### Supply network, run 1

Scale: 8 px per um. Pins as bars on the die edge.
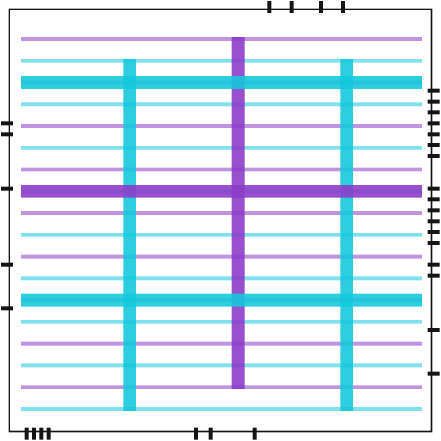
### Placed cells, one colour a class, run 1

Scale: 10 px per um. Fill, decap, tap and diode cells in grey.
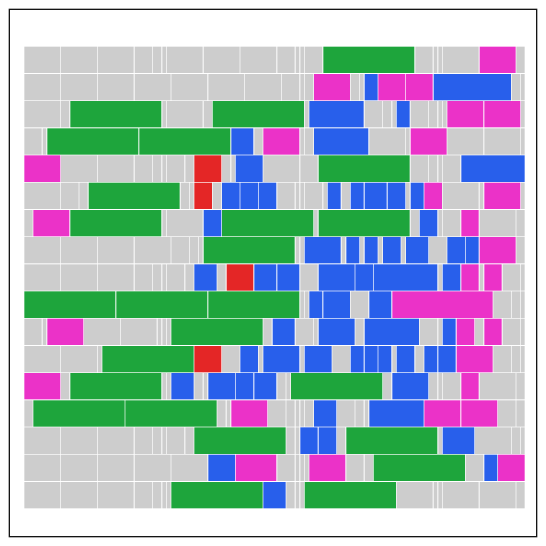
### Routing congestion map, run 1

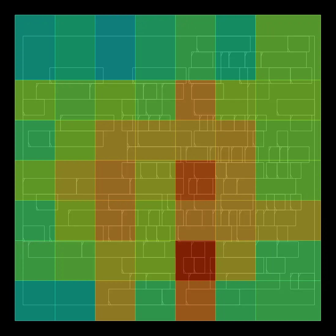
--- src/rtl/rat_intr_pkg.sv ---
// Shared constants and helpers for the RAT interrupt controller.
// Default I/O port IDs, source limit and a priority encoder.
package rat_intr_pkg;

  localparam int MAX_SRC = 8;

  localparam logic [7:0] PEND_ID_DEF = 8'h30;
  localparam logic [7:0] MASK_ID_DEF = 8'h31;
  localparam logic [7:0] OVR_ID_DEF  = 8'h32;
  localparam logic [7:0] VEC_ID_DEF  = 8'h33;

  function automatic logic [2:0] lowest_set(
    input logic [MAX_SRC-1:0] v
  );
    lowest_set = 3'd0;
    for (int i = MAX_SRC - 1; i >= 0; i--) begin
      if (v[i]) lowest_set = 3'(i);
    end
  endfunction

endpackage

--- src/rtl/irq_sync_edge.sv ---
// 3-flop synchroniser plus rising-edge detector for one IRQ line.
// Ports: CLK, RESET_N (async low), irq (async in), rise (1-cycle pulse).
module irq_sync_edge (
  input  logic CLK,
  input  logic RESET_N,
  input  logic irq,
  output logic rise
);

  logic s1;
  logic s2;
  logic s3;

  always_ff @(posedge CLK or negedge RESET_N) begin
    if (!RESET_N) begin
      s1 <= 1'b0;
      s2 <= 1'b0;
      s3 <= 1'b0;
    end else begin
      s1 <= irq;
      s2 <= s1;
      s3 <= s2;
    end
  end

  assign rise = s2 & ~s3;

endmodule

--- src/rtl/rat_intr_ctrl.sv ---
// Multi-source interrupt controller driving INT_CU of the RAT CPU.
// Ports: CLK, RESET_N, IRQ, PORT_ID/OUT_PORT/IO_STRB, INT_CU, IN_DATA, IN_HIT.
module rat_intr_ctrl
  import rat_intr_pkg::*;
#(
  parameter int         N_SRC   = 4,
  parameter logic [7:0] PEND_ID = PEND_ID_DEF,
  parameter logic [7:0] MASK_ID = MASK_ID_DEF,
  parameter logic [7:0] OVR_ID  = OVR_ID_DEF,
  parameter logic [7:0] VEC_ID  = VEC_ID_DEF
) (
  input  logic             CLK,
  input  logic             RESET_N,
  input  logic [N_SRC-1:0] IRQ,
  input  logic [7:0]       PORT_ID,
  input  logic [7:0]       OUT_PORT,
  input  logic             IO_STRB,
  output logic             INT_CU,
  output logic [7:0]       IN_DATA,
  output logic             IN_HIT
);

  logic [N_SRC-1:0] rise;
  logic [N_SRC-1:0] pend;
  logic [N_SRC-1:0] ovr;
  logic [N_SRC-1:0] mask;
  logic [N_SRC-1:0] clr;
  logic [N_SRC-1:0] pend_nxt;
  logic [N_SRC-1:0] ovr_nxt;
  logic             int_q;

  logic hit_pend;
  logic hit_mask;
  logic hit_ovr;
  logic hit_vec;
  logic pend_wr;
  logic mask_wr;

  logic [MAX_SRC-1:0] pend8;
  logic [MAX_SRC-1:0] mask8;
  logic [MAX_SRC-1:0] ovr8;
  logic [2:0]         idx;

  logic unused_ok;
  assign unused_ok = &{1'b0, OUT_PORT};

  for (genvar g = 0; g < N_SRC; g++) begin : g_src
    irq_sync_edge u_sync (
      .CLK     (CLK),
      .RESET_N (RESET_N),
      .irq     (IRQ[g]),
      .rise    (rise[g])
    );
  end

  assign hit_pend = (PORT_ID == PEND_ID);
  assign hit_mask = (PORT_ID == MASK_ID);
  assign hit_ovr  = (PORT_ID == OVR_ID);
  assign hit_vec  = (PORT_ID == VEC_ID);
  assign IN_HIT   = hit_pend | hit_mask
                  | hit_ovr  | hit_vec;

  assign pend_wr = IO_STRB & hit_pend;
  assign mask_wr = IO_STRB & hit_mask;

  assign clr = pend_wr ? OUT_PORT[N_SRC-1:0]
                       : '0;

  // A new edge beats a same-cycle clear.
  // Overrun only counts against a pending
  // bit that survives this cycle's clear.
  assign pend_nxt = (pend & ~clr) | rise;
  assign ovr_nxt  = (ovr | (rise & pend))
                  & ~clr;

  always_ff @(posedge CLK or negedge RESET_N) begin
    if (!RESET_N) begin
      pend  <= '0;
      ovr   <= '0;
      mask  <= '0;
      int_q <= 1'b0;
    end else begin
      pend  <= pend_nxt;
      ovr   <= ovr_nxt;
      int_q <= |(pend & mask);
      if (mask_wr) begin
        mask <= OUT_PORT[N_SRC-1:0];
      end
    end
  end

  assign INT_CU = int_q;

  assign pend8 = MAX_SRC'(pend);
  assign mask8 = MAX_SRC'(mask);
  assign ovr8  = MAX_SRC'(ovr);
  assign idx   = lowest_set(pend8 & mask8);

  always_comb begin
    IN_DATA = 8'h00;
    unique case (1'b1)
      hit_pend: IN_DATA = pend8;
      hit_mask: IN_DATA = mask8;
      hit_ovr:  IN_DATA = ovr8;
      hit_vec:  IN_DATA = {int_q, 4'b0, idx};
      default:  IN_DATA = 8'h00;
    endcase
  end

endmodule

--- config.mk ---
export PLATFORM = sky130hd
export DESIGN_NAME = rat_intr_ctrl
export DESIGN_NICKNAME = d
export VERILOG_FILES = /design/src/rtl/rat_intr_pkg.sv /design/src/rtl/irq_sync_edge.sv /design/src/rtl/rat_intr_ctrl.sv
export SDC_FILE = /design/constraint.sdc
export NUM_CORES = 1
export LEC_CHECK = 0
export CAP_MARGIN = 20
export CORE_UTILIZATION = 42
export DETAILED_ROUTE_END_ITERATION = 8
export GPL_ROUTABILITY_DRIVEN = 0
export GPL_TIMING_DRIVEN = 0
export PLACE_DENSITY = 0.73
export SYNTH_ARGS = -nofsm -noshare
export SYNTH_HDL_FRONTEND = slang
export SYNTH_SLANG_ARGS = --single-unit
--- constraint.sdc ---
create_clock -name CLK -period 2.3 [get_ports CLK]
set_input_delay 0.46 -clock CLK [delete_from_list [all_inputs] [get_ports CLK]]
set_output_delay 0.46 -clock CLK [all_outputs]
set_load 0.03 [all_outputs]
==> impl_metrics.toml, run 1 <==
# physical design summary
[detailed_routing]
route.vias.total = 773
drc = 0
highest-signal-layer = "met4"

[layout]
inv_count = 1
clkbuf_count = 3
layoutNonFillerInstCount = 147
final_design_instance_area_without_fill_sq_um = 1380
layout.core_utilization_pct = 59.5
antennaDiodeCount = 0

[worst_setup_path]
crit_path_max_fanout = 7
worst-path-buf-inv = 3
critPathArrivalTime_ns = 1.80
critical_path_depth = 5
r2r_end = "INT_CU"
worstSetupStartpointType = "input pin"

[power_and_ir_drop]
share_seq_of_total_power_pct = 61.0
p_sw_share_pct = 24.5
pwr-share-comb_pct = 14.4
vdd_drop_max_uv = 427
power_clock_mw = 0.188
p_clk_share_pct = 24.6
seq_power_mw = 0.466
combinationalPower_mw = 0.110

[global_routing]
gr-max-usage-layer = "met2"
grt_antenna_before_repair = 0

[timing]
finalClockSkew_ns = 0.0127
finalMaxSlewViolations = 0
period_needed_ns = 2.26
setup-tns-final_ns = 0

[clock_tree]
clkSlewWorstSetupHoldPaths_ns = 0.14
post_cts.resized_instances = 22
ctsHtreeMaxLevel = 1
tritoncts.num_buffers = 3
cts_post_setup_buffers_inserted = 0
cts_hold_buffers = 0

[logic_synthesis]
async_reset_ff_share_pct = 100
synth.comb.largest_family = "simple AND/OR/NAND/NOR gates"
ys_chip_area_sq_um = 1070
synth_flops = 25
synthAdderAreaFrac_pct = 0
synth_compound_gate_area_share_pct = 10.9
yosysTopAreaCell = "sky130_fd_sc_hd__dfrtp_1"

[placement]
placed_cells = 142

[floorplanning]
floorplan.die.height_um = 52.6
row_count = 17
floorplan.tapcells = 28
core_sq_um = 2320
die-area_sq_um = 2770

[outcome]
run_status = "complete, no violations"
## Picture notes: 'Supply network'
legend:
  VDD:
    colour: purple
  VSS:
    colour: cyan
rows: 17
met5 straps: 3
met4 straps: 3
signal pins: 33
met1 rails: 18

## Picture notes: 'Placed cells, one colour a class'
legend:
  other buffers and delay cells:
    colour: magenta
    cells: 29
    share_of_their_area: 20%
  flops:
    colour: green
    cells: 25
    share_of_their_area: 47%
  clock drivers and dummy loads:
    colour: red
    cells: 4
    share_of_their_area: 2.0%
  combinational and other logic:
    colour: blue
    cells: 61
    share_of_their_area: 32%

## Picture notes: 'Routing congestion map'
met3 Track Usage GR: 4.06%
total routing resource utilization after global routing: 17.9%
GR Util met2: 30.6%

## Run 2: what changed since run 1
--- a/config.mk
+++ b/config.mk
@@ -14,3 +14,4 @@
 export SYNTH_ARGS = -nofsm -noshare
 export SYNTH_HDL_FRONTEND = slang
 export SYNTH_SLANG_ARGS = --single-unit
+export TNS_END_PERCENT = 50
==> constraint.sdc (replaced) <==
create_clock -name CLK -period 2.3 [get_ports CLK]
set_input_delay 0.23 -clock CLK [delete_from_list [all_inputs] [get_ports CLK]]
set_output_delay 0.23 -clock CLK [all_outputs]
set_load 0.03 [all_outputs]
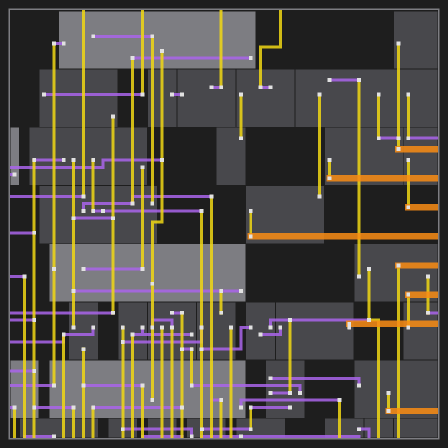
*A small window of the routed layout, run 2*
Region (29, 29) to (49, 49) um. Cells in grey, sequential cells in the stronger grey; small squares are vias.
legend:
  metal 2:
    colour: yellow
  metal 1:
    colour: purple
  metal 3:
    colour: orange
cells with their middle in the window: 23
most frequent: clkdlybuf4s50_1 (5), dfrtp_1 (3)
sequential cells in the window: 3
netlist names of flops here include: `mask` (2), `INT_CU` (1)

==> run 2 against run 1 <==
Combinational power about the same. Sequential cell count unchanged. Critical path depth unchanged. Clock skew grew 0.0012 ns. Register-to-register slack hardly changed. Via count rose by 0.91%. Global-route usage is 0.062 points lower. Worst setup slack better by 0.074 ns. Synthesized cell count did not move.
==> impl_metrics.toml, run 2 <==
# physical design summary
[layout]
antennaDiodeCount = 0
clkbuf_count = 3
final_design_instance_area_without_fill_sq_um = 1410
layout.core_utilization_pct = 60.7
layoutNonFillerInstCount = 147

[power_and_ir_drop]
combinationalPower_mw = 0.110
seq_power_mw = 0.466
p_sw_share_pct = 24.5
vdd_drop_max_uv = 433
p_clk_share_pct = 24.6
share_seq_of_total_power_pct = 61.0
power_clock_mw = 0.188

[worst_setup_path]
r2r_end = "INT_CU"
critPathArrivalTime_ns = 1.95
worst-path-buf-inv = 2
worstSetupStartpointType = "input pin"

[global_routing]
grt.met3_usage_pct = 4.06
gr-max-usage-layer = "met2"

[floorplanning]
die-area_sq_um = 2770
core_sq_um = 2320
row_count = 17

[placement]
placed_cells = 142

[logic_synthesis]
ys_chip_area_sq_um = 1070
yosysTopAreaCell = "sky130_fd_sc_hd__dfrtp_1"
async_reset_ff_share_pct = 100
synth.comb.largest_family = "simple AND/OR/NAND/NOR gates"
synth_compound_gate_area_share_pct = 10.9
synth_flops = 25

[clock_tree]
tritoncts.num_buffers = 3
ctsHtreeMaxLevel = 1
cts_post_setup_buffers_inserted = 0

[detailed_routing]
route.vias.total = 780
highest-signal-layer = "met4"
drc = 0

[timing]
period_needed_ns = 2.18
setup-tns-final_ns = 0

[outcome]
run_status = "complete, no violations"
## Run 3: what changed since run 2
--- a/config.mk
+++ b/config.mk
@@ -10,7 +10,7 @@
 export DETAILED_ROUTE_END_ITERATION = 8
 export GPL_ROUTABILITY_DRIVEN = 0
 export GPL_TIMING_DRIVEN = 0
-export PLACE_DENSITY = 0.73
+export PLACE_DENSITY = 0.74
 export SYNTH_ARGS = -nofsm -noshare
 export SYNTH_HDL_FRONTEND = slang
 export SYNTH_SLANG_ARGS = --single-unit
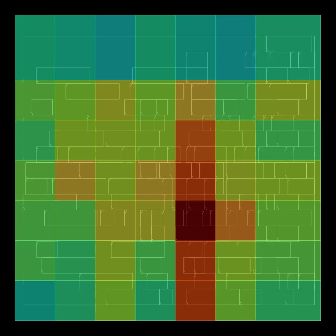
*Routing congestion map, run 3*
Final Util: 60.8%
total routing resource utilization after global routing: 16.4%
grt peak-use layer: met2
met3 Track Usage GR: 5.51%

==> run 3 against run 2 <==
Worst setup slack improved by 0.012 ns. Largest power group unchanged. Die size unchanged. Highest routed layer unchanged. Cell area is essentially flat. Sequential cell count is the same. Clock skew decreased by 0.0097 ns.
==> impl_metrics.toml, run 3 <==
# physical design summary
[power_and_ir_drop]
power_clock_mw = 0.202
share_seq_of_total_power_pct = 59.9
pwr-share-comb_pct = 14.0
vdd_drop_max_uv = 504
p_sw_share_pct = 25.0

[layout]
inv_count = 1
final_design_instance_area_without_fill_sq_um = 1410
clkbuf_count = 3
antennaDiodeCount = 0

[logic_synthesis]
synth_compound_gate_area_share_pct = 10.9
yosysTopAreaCell = "sky130_fd_sc_hd__dfrtp_1"
synthAdderAreaFrac_pct = 0
synth.comb.largest_family = "simple AND/OR/NAND/NOR gates"
async_reset_ff_share_pct = 100
ys_chip_area_sq_um = 1070
synth_flops = 25

[clock_tree]
post_cts.resized_instances = 0
ctsHtreeMaxLevel = 1

[worst_setup_path]
worstSetupStartpointType = "input pin"
worst-path-buf-inv = 2
r2r_end = "INT_CU"
crit_path_max_fanout = 6

[floorplanning]
row_count = 17
floorplan.tapcells = 28

[timing]
finalMaxSlewViolations = 0
finalClockSkew_ns = 0.00416
period_needed_ns = 2.17

[placement]
placed_cells = 142

[global_routing]
grt_antenna_before_repair = 0

[outcome]
run_status = "complete, no violations"

[detailed_routing]
highest-signal-layer = "met4"
Power figures rest on the tool's default switching activity, not on a simulated workload.
